Figure 1. Floorplan with the power grid (run 1).
Pins as bars on the die edge. Tap cells in gray.
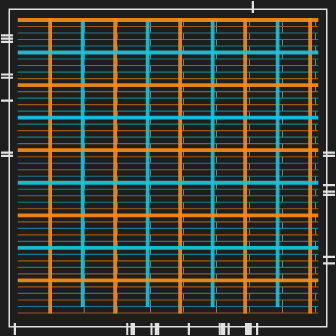
Figure 2. Placed cells, one color a class (run 1).
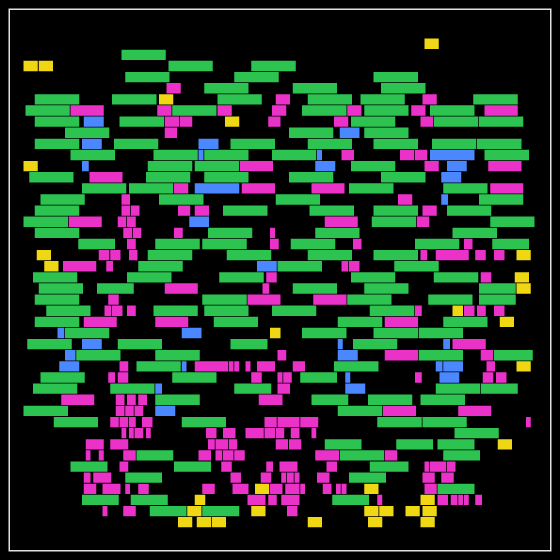
Figure 3. Routed clock nets over the placement (run 1).
Bar = 50 µm.
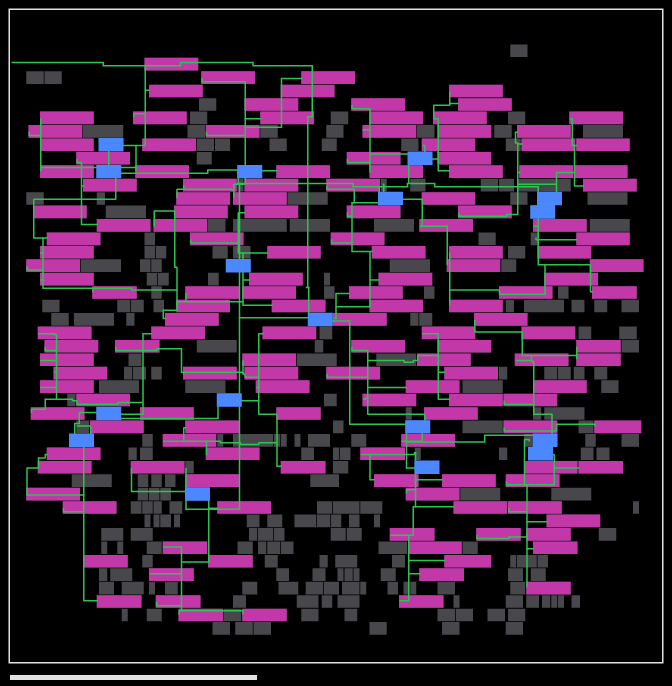
===== config.mk =====
export PLATFORM = sky130hd
export DESIGN_NAME = uart_tx_queue
export DESIGN_NICKNAME = d
export VERILOG_FILES = /design/src/rtl/uart_pkg.sv /design/src/rtl/uart_sync_fifo.sv /design/src/rtl/uart_tx_queue.sv
export SDC_FILE = /design/constraint.sdc
export NUM_CORES = 1
export LEC_CHECK = 0
export CAP_MARGIN = 20
export CORE_MARGIN = 3
export CORE_UTILIZATION = 40
export CTS_BUF_LIST = sky130_fd_sc_hd__clkbuf_8
export DETAILED_ROUTE_END_ITERATION = 16
export GPL_TIMING_DRIVEN = 1
export PLACE_DENSITY_LB_ADDON = 0.1
export SETUP_SLACK_MARGIN = 0.15
export SLEW_MARGIN = 30
export SYNTH_ARGS = -nofsm -noshare
export SYNTH_HDL_FRONTEND = slang
export SYNTH_SLANG_ARGS = --single-unit

===== constraint.sdc =====
create_clock -name clk -period 5.92 [get_ports clk]
set_clock_uncertainty 0.2 [all_clocks]
set_input_delay 0.592 -clock clk [delete_from_list [all_inputs] [get_ports clk]]
set_output_delay 0.592 -clock clk [all_outputs]
set_load 0.02 [all_outputs]

===== src/rtl/uart_pkg.sv =====
// Shared definitions for the UART transmit queue: data width, default depth
// and the launch FSM state encoding.
package uart_pkg;

    localparam int unsigned UART_DATA_W = 8;
    localparam int unsigned TXQ_DEPTH   = 16;

    typedef enum logic [1:0] {
        TXQ_IDLE   = 2'd0,
        TXQ_LAUNCH = 2'd1,
        TXQ_WAIT   = 2'd2
    } txq_state_e;

endpackage


===== src/rtl/uart_sync_fifo.sv =====
// Synchronous byte FIFO: storage, read/write pointers, occupancy count and
// registered empty/full flags. DEPTH must be a power of two so the pointers
// wrap naturally at DEPTH-1 -> 0.
module uart_sync_fifo
    import uart_pkg::*;
#(
    parameter int unsigned DATA_W = UART_DATA_W,
    parameter int unsigned DEPTH  = TXQ_DEPTH,
    parameter int unsigned ADDR_W = $clog2(DEPTH)
) (
    input  logic              clk,
    input  logic              rst,
    input  logic              push,
    input  logic [DATA_W-1:0] wr_data,
    input  logic              pop,
    output logic [DATA_W-1:0] rd_data_c,
    output logic [ADDR_W:0]   count,
    output logic              empty,
    output logic              full
);

    localparam int unsigned CNT_W = ADDR_W + 1;

    logic [DATA_W-1:0] mem [DEPTH];

    logic [ADDR_W-1:0] wr_ptr_q, wr_ptr_d;
    logic [ADDR_W-1:0] rd_ptr_q, rd_ptr_d;
    logic [CNT_W-1:0]  count_q,  count_d;
    logic              empty_q,  empty_d;
    logic              full_q,   full_d;
    logic              push_en;
    logic              pop_en;

    // Qualify requests against current flags and compute next pointers/count.
    always_comb begin
        push_en  = push & ~full_q;
        pop_en   = pop & ~empty_q;
        wr_ptr_d = wr_ptr_q;
        rd_ptr_d = rd_ptr_q;
        count_d  = count_q;
        if (push_en) begin
            wr_ptr_d = wr_ptr_q + ADDR_W'(1);
        end
        if (pop_en) begin
            rd_ptr_d = rd_ptr_q + ADDR_W'(1);
        end
        case ({push_en, pop_en})
            2'b10:   count_d = count_q + CNT_W'(1);
            2'b01:   count_d = count_q - CNT_W'(1);
            default: count_d = count_q;
        endcase
        empty_d = (count_d == CNT_W'(0));
        full_d  = (count_d == CNT_W'(DEPTH));
    end

    // Pointer, count and flag registers.
    always_ff @(posedge clk or negedge rst) begin
        if (!rst) begin
            wr_ptr_q <= '0;
            rd_ptr_q <= '0;
            count_q  <= '0;
            empty_q  <= 1'b1;
            full_q   <= 1'b0;
        end else begin
            wr_ptr_q <= wr_ptr_d;
            rd_ptr_q <= rd_ptr_d;
            count_q  <= count_d;
            empty_q  <= empty_d;
            full_q   <= full_d;
        end
    end

    // Storage write; contents need no reset since the pointers define validity.
    always_ff @(posedge clk) begin
        if (push_en) begin
            mem[wr_ptr_q] <= wr_data;
        end
    end

    assign rd_data_c = mem[rd_ptr_q];
    assign count     = count_q;
    assign empty     = empty_q;
    assign full      = full_q;

endmodule


===== src/rtl/uart_tx_queue.sv =====
// Byte queue plus launch controller feeding the UART transmitter through the
// tx_start / tx_data_in / tx_busy / tx_done handshake.
// Optional sticky overflow flag enabled by defining UART_TXQ_OVF_EN.
module uart_tx_queue
    import uart_pkg::*;
#(
    parameter int unsigned DATA_W = UART_DATA_W,
    parameter int unsigned DEPTH  = TXQ_DEPTH,
    parameter int unsigned ADDR_W = $clog2(DEPTH)
) (
    input  logic              clk,
    input  logic              rst,
    input  logic              wr_valid,
    input  logic [DATA_W-1:0] wr_data,
    output logic              wr_ready,
    output logic              tx_start,
    output logic [DATA_W-1:0] tx_data_in,
    input  logic              tx_busy,
    input  logic              tx_done,
    output logic [ADDR_W:0]   count,
    output logic              empty,
    output logic              full,
    output logic              ovf,
    input  logic              ovf_clr
);

    logic [DATA_W-1:0] fifo_rd_data;
    logic              pop_c;

    txq_state_e        state_q,    state_d;
    logic              tx_start_q, tx_start_d;
    logic [DATA_W-1:0] tx_data_q,  tx_data_d;
    logic              tx_busy_q;

    uart_sync_fifo #(
        .DATA_W (DATA_W),
        .DEPTH  (DEPTH),
        .ADDR_W (ADDR_W)
    ) u_fifo (
        .clk       (clk),
        .rst       (rst),
        .push      (wr_valid),
        .wr_data   (wr_data),
        .pop       (pop_c),
        .rd_data_c (fifo_rd_data),
        .count     (count),
        .empty     (empty),
        .full      (full)
    );

    // Acceptance depends only on registered occupancy, never on a same-cycle pop.
    assign wr_ready = ~full;

    // Launch FSM next-state: pop in IDLE, hold start until the transmitter
    // reports busy, then wait for end of frame.
    always_comb begin
        state_d    = state_q;
        tx_start_d = tx_start_q;
        tx_data_d  = tx_data_q;
        pop_c      = 1'b0;
        case (state_q)
            TXQ_IDLE: begin
                if (!empty && !tx_busy) begin
                    pop_c      = 1'b1;
                    tx_data_d  = fifo_rd_data;
                    tx_start_d = 1'b1;
                    state_d    = TXQ_LAUNCH;
                end
            end
            TXQ_LAUNCH: begin
                if (tx_done) begin
                    tx_start_d = 1'b0;
                    state_d    = TXQ_IDLE;
                end else if (tx_busy) begin
                    tx_start_d = 1'b0;
                    state_d    = TXQ_WAIT;
                end
            end
            TXQ_WAIT: begin
                if (tx_done || (tx_busy_q && !tx_busy)) begin
                    state_d = TXQ_IDLE;
                end
            end
            default: begin
                tx_start_d = 1'b0;
                state_d    = TXQ_IDLE;
            end
        endcase
    end

    // Launch FSM state and registered transmitter-facing outputs.
    always_ff @(posedge clk or negedge rst) begin
        if (!rst) begin
            state_q    <= TXQ_IDLE;
            tx_start_q <= 1'b0;
            tx_data_q  <= '0;
            tx_busy_q  <= 1'b0;
        end else begin
            state_q    <= state_d;
            tx_start_q <= tx_start_d;
            tx_data_q  <= tx_data_d;
            tx_busy_q  <= tx_busy;
        end
    end

    assign tx_start   = tx_start_q;
    assign tx_data_in = tx_data_q;

`ifdef UART_TXQ_OVF_EN
    logic ovf_q, ovf_d;

    // Sticky overflow: a write attempt while full sets it and wins over clear.
    always_comb begin
        ovf_d = ovf_q;
        if (ovf_clr) begin
            ovf_d = 1'b0;
        end
        if (wr_valid && full) begin
            ovf_d = 1'b1;
        end
    end

    // Overflow flag register.
    always_ff @(posedge clk or negedge rst) begin
        if (!rst) begin
            ovf_q <= 1'b0;
        end else begin
            ovf_q <= ovf_d;
        end
    end

    assign ovf = ovf_q;
`else
    logic unused_ovf_clr;

    assign unused_ovf_clr = ovf_clr;
    assign ovf            = 1'b0;
`endif

endmodule


==> results.sh, run 1 <==
# source this file to load flow results
export IMPL_outcome="finished, final reports clean"
export IMPL_fp_nets=382
export IMPL_grt_pass1_vias=3367
export IMPL_end_kind="flip-flop"
export IMPL_async_flop_share_pct=17.4
export IMPL_cts_hold_fix_buffers=0
export IMPL_syn_area_um2=6350
export IMPL_synth_area_leader_cell="edfxtp_1"
export IMPL_place_hpwl_um=8450
export IMPL_diodes=0
export IMPL_max_slew_worst_pin_slew_ns=0.844
export IMPL_wire_per_inst_um=21.6
export IMPL_required_ns=6.06
export IMPL_drc=0
export IMPL_drv_cap=0
export IMPL_top_cells_by_count="edfxtp_1, dfrtp_1, mux4_2"
export IMPL_warnings=30
export IMPL_drtIter0Drc=191
export IMPL_synthDistinctLibCells=53
export IMPL_syn_inst=360
export IMPL_clock_path_buffers=2
export IMPL_rsz0062_at_grt="false"
export IMPL_synth_seq_share_pct=71.2
export IMPL_nNetsFinal=412
export IMPL_hold_path_class="reg -> reg"
export IMPL_max_freq_mhz=304
export IMPL_cts_setup_buffers=0
export IMPL_start_kind="primary input"
export IMPL_hold_ws_ns=0.277
export IMPL_period_used_pct=55.5
export IMPL_synth_dominant_cell_count="edfxtp_1"
export IMPL_crit_family="simple AND/OR/NAND/NOR gates"
export IMPL_via_per_inst=5.32
export IMPL_drtAntennaViolNets=0
export IMPL_path_buffers=1
export IMPL_cts_tree="built"
export IMPL_crit_chain="clkdlybuf4s50_1 > or4_4 > nor2_2 > xor2_1 > ha_1 > a21oi_1 > nor3_1 > o311ai_1 > o21bai_1 > nor4bb_2"
export IMPL_synth_flops=155
export IMPL_clock_latency_ns=0.44
export IMPL_drive_gt1_share_pct=17.2
export IMPL_syn_to_final_growth_pct=13.0
export IMPL_chipArea_um2=17400
export IMPL_finalSetupViolations=0
export IMPL_firstDrtPassIters=4
export IMPL_die_w_um=132
export IMPL_place_congestion=0.750
export IMPL_path_max_fanout=23
export IMPL_maxSlewHeadroom_pct=43.7
export IMPL_cp_slowest_cell="or4_4"
export IMPL_ys_top_cells_by_area="edfxtp_1, dfrtp_1, mux4_2"
export IMPL_tns_ns=0
export IMPL_flop_cell="edfxtp_1"
export IMPL_slowest_delay_ns=0.66
export IMPL_grt_overflow=0
export IMPL_ioPinCount=32
export IMPL_p_leak_uw=0.00247
export IMPL_totalWireLength_um=13200
export IMPL_synth_area_yosys_um2=6350
export IMPL_cts_root_buf="clkbuf_8"
export IMPL_hold_viol=0
export IMPL_clock_sinks=155
export IMPL_antenna_found_initial=1
export IMPL_via_count=3263
export IMPL_worstSetupPathType="in -> reg"
export IMPL_clkSlewWorstSetupHoldPaths_ns=0.07
export IMPL_power_density_nw_per_um2=467
export IMPL_num_rows=45
export IMPL_port_buffers=29
export IMPL_grtUsageTotal_pct=15.9
export IMPL_numCtsBuffers=17
-- Figure 1 (at the start) --
Cyan is VDD. Orange is VSS.
211 tap cells. 9 straps on met5. 32 signal pins sit on the boundary. The core has 45 rows.
Peak VDD IR: 205 µV
Die H: 132 µm

-- Figure 2 (at the start) --
Green is sequential cells, cells 155. Blue is clock drivers and dummy loads, cells 31. Yellow is remaining buffers and delay cells, cells 32. Magenta is remaining logic cells, cells 184.
Layout Utilization: 46.7%
Core ar.: 15400 µm²
fin area: 7180 µm²

-- Figure 3 (at the start) --
Blue is clock-net drivers, count 17. Green is clock wires, length 1770 µm. Magenta is flip-flops, count 155.
There are 18 routed clock nets. Position of the flops: all over the die.

[run 1: final timing paths]
path                               start             to  slack, ns  depth (start not counted)
max in group asynchronous            rst   u_fifo.empty       4.86                          2
hold / removal             tx_data_in[1]  tx_data_in[1]       0.28                          1
min in group asynchronous            rst  tx_data_in[5]       0.34                          2
setup / recovery                 tx_busy   u_fifo.empty       2.63                         10
hold reg to reg            tx_data_in[1]  tx_data_in[1]       0.28                          1
setup reg to reg              state_q[0]   u_fifo.empty       2.77                          9
[run 1: sequential cells by signal, summed over array words and instances, names as in the netlist]
| register | cells |
|---|---|
| u_fifo.mem | 128 |
| tx_data_in | 8 |
| u_fifo.count | 5 |
| u_fifo.rd_ptr_q | 4 |
| u_fifo.wr_ptr_q | 4 |
| state_q | 2 |
| tx_busy_q | 1 |
| tx_start | 1 |
| u_fifo.empty | 1 |
| u_fifo.full | 1 |
[run 1: layout make-up]
| type | count | area, µm² |
|---|---|---|
| Inverter | 9 | 46.3 |
| Timing Repair Buffer | 32 | 313 |
| Multi-Input combinational cell | 175 | 1680 |
| Fill cell | 1329 | 8190 |
| Clock buffer | 17 | 234 |
| Sequential cell | 155 | 4520 |
| Tap cell | 211 | 264 |
| Clock inverter | 14 | 116 |
[run 1: metal layers]
| metal | part of all wire [%] | track usage [%] | vias to the layer above |
|---|---|---|---|
| met2 | 49 | 25.5 | 51 |
| met3 | 4.5 | 5.34 | 11 |
| li1 | - | - | 1491 |
| met4 | 1.2 | 4.38 | 2 |
| met1 | 45 | 20.9 | 1708 |
| met5 | 0.060 | 0 | - |
[run 1: cells by family after synthesis]
family | count (synthesis) | synth area share, %
AND-OR/OR-AND | 63 | 7.39
XOR/XNOR | 9 | 1.24
adder cells (fa/ha/maj) | 8 | 1.58
buffers and inverters | 30 | 2.34
flip-flops | 155 | 71.2
multiplexers | 41 | 11.2
other | 1 | 0.0590
AND/OR/NAND/NOR | 53 | 5.00
[run 1: cell usage in the layout (no fill, tap or decap), types with 3 or more instances in the layout]
cell type / n
ha_1: 8
edfxtp_1: 128
buf_4: 3
nand4_1: 5
clkdlybuf4s50_1: 29
clkbuf_8: 17
dfrtp_1: 25
and2_1: 16
o21ai_1: 8
inv_1: 11
nand2_1: 12
nor3_1: 3
o22ai_1: 8
clkinv_2: 6
o221ai_1: 8
a21o_1: 10
mux4_2: 24
nor3b_1: 4
xnor2_1: 7
a21oi_1: 4
a211oi_1: 9
mux2i_1: 16
[run 1: stage by stage]
stage                     util (%)  total power, µW  instance area, µm²  cells  worst slack, ns
after floorplan                  -             2290                6350    360             3.14
after global placement        44.4             2660                6830    582             2.01
after detailed placement      44.4             2670                6830    582             1.96
after CTS                     46.7             3400                7180    613             2.43
after global routing          46.7             3540                7180    613             2.45
final                         46.7             3350                7180    613             2.63
[run 1: worst register-to-register path: cells and delay by family (launching register included)]
family	cells	cell delay (ns)
compound gates	3	0.74
simple gates	4	1.37
xor+xnor	1	0.09
flops	1	0.45
fa+ha+maj	1	0.20
[run 1: power breakdown]
part,leakage [µW],switching [µW],internal [µW],total (µW)
combinational,0.000794,591,508,1100
clock,0.000197,366,359,725
sequential,0.00148,172,1360,1530
total,0.00247,1130,2220,3350
==> run 2, diff against run 1 <==
==> constraint.sdc (replaced) <==
create_clock -name clk -period 3.26 [get_ports clk]
set_clock_uncertainty 0.2 [all_clocks]
set_input_delay 0.326 -clock clk [delete_from_list [all_inputs] [get_ports clk]]
set_output_delay 0.326 -clock clk [all_outputs]
set_load 0.02 [all_outputs]
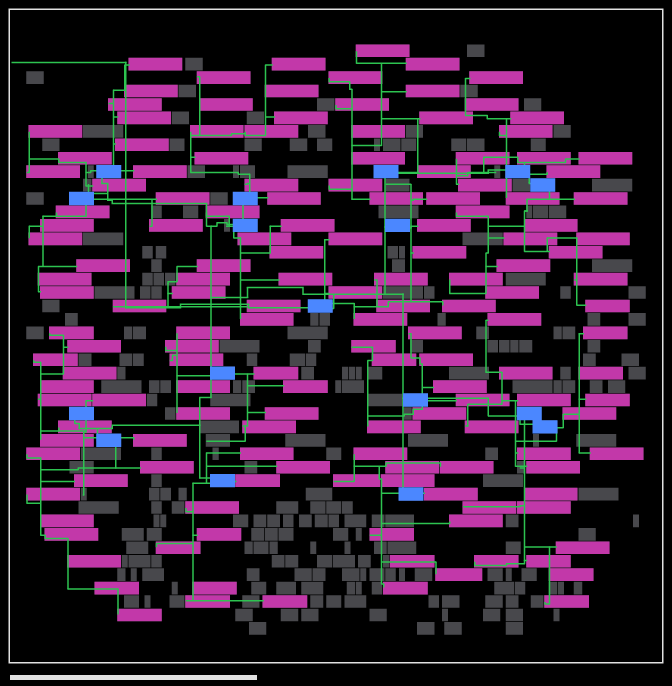
Figure 4: run 2, routed clock nets over the placement.
Bar = 50 µm.
Magenta is flip-flops, count 155. Green is clock wires, length 1770 µm. Blue is clock-net drivers, count 17.
Position of the flops: all over the die. There are 18 routed clock nets.
Late-Pin Clk Latency: 0.44 ns
Clk pwr share: 19.9%
Power Clock: 1200 µW

==> run 2 against run 1 <==
Net effect:
- sequential power is 78% higher
- first-iteration DRC count is 19% lower
- final area is 0.66% higher
- total power is 79% higher
- register-to-register slack worse by 2.3 ns
- core utilization is 0.31 points higher
- via count is 0.83% higher
- non-clock buffer count is 8 higher
- hold slack worse by 0.18 ns
- critical path type is now reg -> reg
==> results.sh, run 2 <==
# source this file to load flow results
export IMPL_outcome="finished, final reports clean"
export IMPL_worstSetupPathType="reg -> reg"
export IMPL_period_used_pct=87.0
export IMPL_grtUsageTotal_pct=15.5
export IMPL_drc=0
export IMPL_place_congestion=0.799
export IMPL_syn_to_final_growth_pct=13.8
export IMPL_ys_top_cells_by_area="edfxtp_1, dfrtp_1, mux4_2"
export IMPL_totalWireLength_um=12700
export IMPL_fillers=1330
export IMPL_die_w_um=132
export IMPL_slowest_delay_ns=0.58
export IMPL_via_per_inst=5.29
export IMPL_tns_ns=0
export IMPL_postLayoutCoreUtil_pct=47.0
export IMPL_place_hpwl_um=8600
export IMPL_required_ns=3.40
export IMPL_worst_slack_ns=0.423
export IMPL_numCtsBuffers=17
export IMPL_warnings=30
export IMPL_nNetsFinal=420
export IMPL_clock_sinks=155
export IMPL_cts_tree="built"
export IMPL_num_rows=45
export IMPL_p_leak_uw=0.00252
export IMPL_fp_nets=382
export IMPL_start_kind="flip-flop"
export IMPL_chipArea_um2=17400
export IMPL_grt_pass1_vias=3482
export IMPL_coreArea_um2=15400
export IMPL_async_flop_share_pct=17.4
export IMPL_top_register="u_fifo.mem"
export IMPL_most_common_layout_cells="edfxtp_1, clkdlybuf4s50_1, dfrtp_1"
export IMPL_crit_chain="or4_4 > nor2_2 > xor2_1 > ha_1 > a21o_1 > a21oi_2 > o311ai_1 > o21bai_1 > nor4bb_2"
export IMPL_finalSetupViolations=0
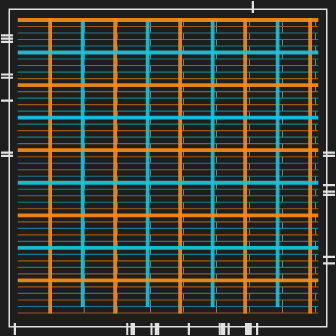
Figure 5: run 2, floorplan with the power grid.
Pins as bars on the die edge. Tap cells in gray.
Cyan is VDD. Orange is VSS.
211 tap cells. The core has 45 rows.

run 2: worst paths after layout:
path,to,slack [ns],depth (start not counted)
worst max-delay path,u_fifo.empty,0.42,9
worst min-delay path,u_fifo.count[1],0.09,2
worst max register to register,u_fifo.empty,0.42,9
worst min register to register,tx_data_in[7],0.28,1
max in group asynchronous,u_fifo.empty,2.45,2
min in group clk,tx_data_in[7],0.28,1
run 2: per-stage QoR:
step | total power, µW | area [µm²] | std cells | hold slack, ns
6_report | 6000 | 7230 | 622 | 0.0943
5_1_grt | 6370 | 7230 | 622 | 0.106
4_1_cts | 6090 | 7220 | 622 | 0.0797
3_5_place_dp | 4890 | 6900 | 590 | 0.266
3_3_place_gp | 4870 | 6900 | 590 | 0.261
2_1_floorplan | 4170 | 6350 | 360 | -0.170
run 2: cells by family (layout without fill, tap and decap cells):
group	Yosys count	after routing	share of synthesized area [%]
DFF	155	155	71.2
AOI/OAI and AO/OA	63	63	7.39
and+or+nand+nor	53	53	5.00
muxes	41	41	11.2
buffers and inverters	30	81	2.34
xor gates and xnor gates	9	9	1.24
adders and majority gates	8	8	1.58
other	1	1	0.0590
run 2: timing repair:
action,4_1_cts,5_1_grt
gates resized,0,1
setup buffers,0,0
setup endpoints to repair,0,1
run 2: cell type report:
cell class / instances / area, µm² / share of cell area, %
inverter: 9 / 46.3 / 0.641
clock buffer: 20 / 275 / 3.81
multi-input combinational: 175 / 1690 / 23.3
tap: 211 / 264 / 3.65
sequential: 155 / 4520 / 62.6
clock inverter: 12 / 48.8 / 0.675
timing repair buffer: 40 / 385 / 5.33
run 2: power by group:
| part | switching (µW) | total, µW | leakage [µW] | internal (µW) |
|---|---|---|---|---|
| registers | 265 | 2730 | 0.00148 | 2470 |
| logic | 1100 | 2070 | 0.000836 | 976 |
| clock network | 638 | 1200 | 0.000200 | 558 |
run 2: worst register-to-register path, stage by stage (launching register included):
cell,delay [ns]
dfrtp_1,0.45
or4_4,0.58
nor2_2,0.20
xor2_1,0.18
ha_1,0.21
a21o_1,0.16
a21oi_2,0.05
o311ai_1,0.28
o21bai_1,0.15
nor4bb_2,0.29
run 2: layer usage:
layer	up-vias	GRT usage, %	routed length [µm]
met5	-	0	7
met4	2	5.89	146
met3	12	4.20	393
met2	51	25.4	6440
met1	1715	19.7	5750
li1	1510	-	-
==> run 3, diff against run 2 <==
--- a/config.mk
+++ b/config.mk
@@ -5,12 +5,11 @@
 export SDC_FILE = /design/constraint.sdc
 export NUM_CORES = 1
 export LEC_CHECK = 0
-export CAP_MARGIN = 20
-export CORE_MARGIN = 3
+export CAP_MARGIN = 30
+export CORE_MARGIN = 2
 export CORE_UTILIZATION = 40
 export CTS_BUF_LIST = sky130_fd_sc_hd__clkbuf_8
 export DETAILED_ROUTE_END_ITERATION = 16
-export GPL_TIMING_DRIVEN = 1
 export PLACE_DENSITY_LB_ADDON = 0.1
 export SETUP_SLACK_MARGIN = 0.15
 export SLEW_MARGIN = 30
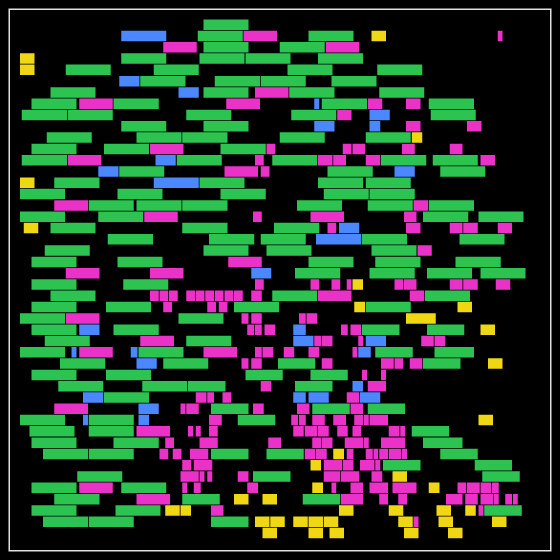
Figure 6: run 3, placed cells, one color a class.
Magenta is remaining logic cells, cells 184. Green is sequential cells, cells 155. Blue is clock drivers and dummy loads, cells 30. Yellow is remaining buffers and delay cells, cells 39.
fin area: 7290 µm²
Core ar.: 15700 µm²

==> run 3 against run 2 <==
Net effect:
- non-clock buffer count decreased by 1
- critical path depth unchanged
- area after synthesis unchanged
- highest routed layer is now met4
- sequential share of layout area decreased by 0.52 points
- critical endpoint unchanged
- clock power increased by 19%
- routed wire length increased by 5.0%
- largest power group unchanged
- total power increased by 5.0%
- global-route usage increased by 1.8 points
- hold slack got worse by 0.060 ns
- largest cell class unchanged
- via count decreased by 1.7%
==> results.sh, run 3 <==
# source this file to load flow results
export IMPL_period_needed_ns=2.88
export IMPL_cts_setup_buffers=0
export IMPL_hold_viol=0
export IMPL_clock_path_buffers=2
export IMPL_finalSetupViolations=0
export IMPL_via_per_inst=5.18
export IMPL_fp_nets=382
export IMPL_required_ns=3.41
export IMPL_nNetsFinal=419
export IMPL_clock_sinks=155
export IMPL_p_leak_uw=0.00251
export IMPL_clock_latency_ns=0.45
export IMPL_cts_tree="built"
export IMPL_chipArea_um2=16900
export IMPL_grtUsageTotal_pct=17.3
export IMPL_syn_inst=360
export IMPL_ys_top_cells_by_area="edfxtp_1, dfrtp_1, mux4_2"
export IMPL_grt_pass1_vias=3238
export IMPL_place_congestion=0.830
export IMPL_async_flop_share_pct=17.4
export IMPL_flop_area_um2=4520
export IMPL_cts_resized=0
export IMPL_totalWireLength_um=13400
export IMPL_fillers=1344
export IMPL_logic_area_um2=1680
export IMPL_most_common_layout_cells="edfxtp_1, clkdlybuf4s50_1, dfrtp_1"
export IMPL_period_used_pct=88.3
export IMPL_syn_area_um2=6350
export IMPL_num_rows=46
export IMPL_ys_cells=360
export IMPL_die_w_um=130
export IMPL_worstSetupPathType="reg -> reg"
export IMPL_outcome="finished, final reports clean"
export IMPL_warnings=30
export IMPL_tns_ns=0
export IMPL_flop_cell="edfxtp_1"
export IMPL_ioPinCount=32
export IMPL_cts_root_buf="clkbuf_8"
export IMPL_placed_cells=594
export IMPL_fin_cells=624
export IMPL_final_common_cell="edfxtp_1"
export IMPL_start_kind="flip-flop"
export IMPL_finalPower_uw=6300
export IMPL_numCtsBuffers=17
export IMPL_h_tree_depth=4
export IMPL_syn_to_final_growth_pct=14.7
export IMPL_maxSlewHeadroom_pct=50.5
export IMPL_top_register="u_fifo.mem"
export IMPL_grt_max_degree=28
export IMPL_place_hpwl_um=8810
export IMPL_synthDistinctLibCells=53
export IMPL_drc=0
export IMPL_diodes=0
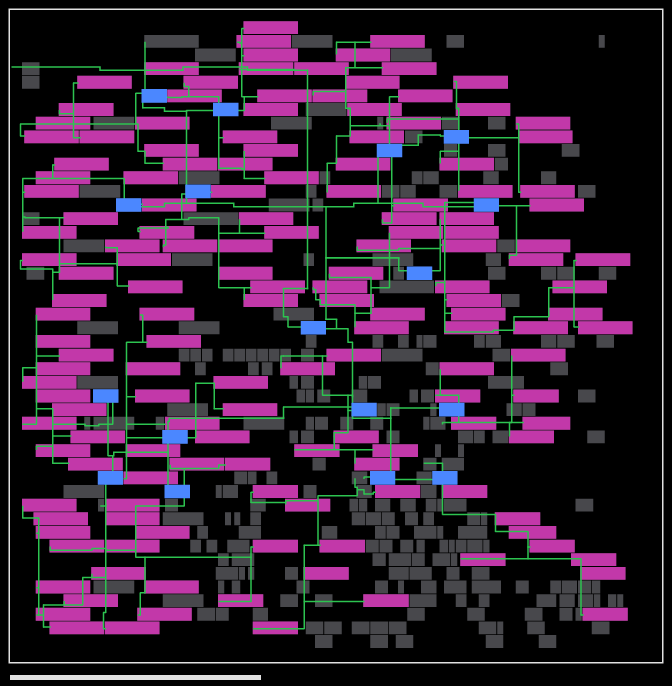
Figure 7: run 3, routed clock nets over the placement.
Bar = 50 µm.
Green is clock wires, length 1790 µm. Magenta is flip-flops, count 155. Blue is clock-net drivers, count 17.
There are 18 routed clock nets. Position of the flops: all over the die.

[run 3: cell counts after synthesis]
Identical to the previous run, type by type.
[run 3: worst max-delay path, stage by stage (launching register included)]
cell	delay, ns
dfrtp_1	0.45
or4_4	0.57
nor2_2	0.19
xor2_1	0.09
ha_1	0.20
a21oi_1	0.28
nor3_1	0.11
o311ai_1	0.27
o21bai_1	0.14
nor4bb_2	0.28
[run 3: path summary, 6_finish.rpt]
| kind | cells after the start | slack (ns) | startpoint | to |
|---|---|---|---|---|
| min in group clk | 1 | 0.28 | tx_data_in[0] | tx_data_in[0] |
| hold reg to reg | 1 | 0.28 | tx_data_in[0] | tx_data_in[0] |
| hold / removal | 2 | 0.03 | rst | u_fifo.wr_ptr_q[1] |
| setup reg to reg | 9 | 0.38 | state_q[0] | u_fifo.empty |
| max in group asynchronous | 2 | 2.50 | rst | u_fifo.empty |
| setup / recovery | 9 | 0.38 | state_q[0] | u_fifo.empty |
[run 3: area by class of cell]
| class | instances | share of cell area, % |
|---|---|---|
| well taps | 216 | 3.71 |
| clock buffers | 17 | 3.21 |
| inverters | 9 | 0.635 |
| clock inverters | 13 | 2.13 |
| repair buffers | 39 | 5.19 |
| flip-flops and latches | 155 | 62.1 |
| multi-input cells | 175 | 23.1 |
[run 3: metrics by stage]
stage | cell area, µm² | setup slack [ns] | hold slack [ns] | util (%)
2_1_floorplan | 6350 | 0.558 | -0.170 | -
3_3_place_gp | 6900 | 0.177 | 0.265 | 43.9
3_5_place_dp | 6900 | 0.176 | 0.271 | 43.9
4_1_cts | 7290 | 0.393 | 0.0306 | 46.4
5_1_grt | 7290 | 0.197 | 0.0426 | 46.4
6_report | 7290 | 0.382 | 0.0345 | 46.4
[run 3: report_power, final]
group / leakage, µW / internal, µW / switching (µW)
clock network: 0.000194 / 742 / 691
logic: 0.000831 / 971 / 1140
registers: 0.00148 / 2470 / 287
[run 3: layer usage]
metal  track usage [%]  wire, µm  up-vias  share of wire (%)
met5                 0         0        -                  0
met4              5.38       148        0                1.1
met3              5.21       525       12                3.9
met2              25.9      6360       63                 48
met1              24.4      6330     1654                 47
li1                  -         -     1504                  -
[run 3: logic make-up (layout without fill, tap and decap cells)]
logic type	after synthesis	count (layout)	share of synthesized area (%)
simple gates	53	53	5.00
compound gates	63	63	7.39
other cells	1	1	0.0590
mux	41	41	11.2
flops	155	155	71.2
fa+ha+maj	8	8	1.58
buf+inv	30	78	2.34
xor+xnor	9	9	1.24
No activity file was given, so power comes from the tool's default toggle rates.
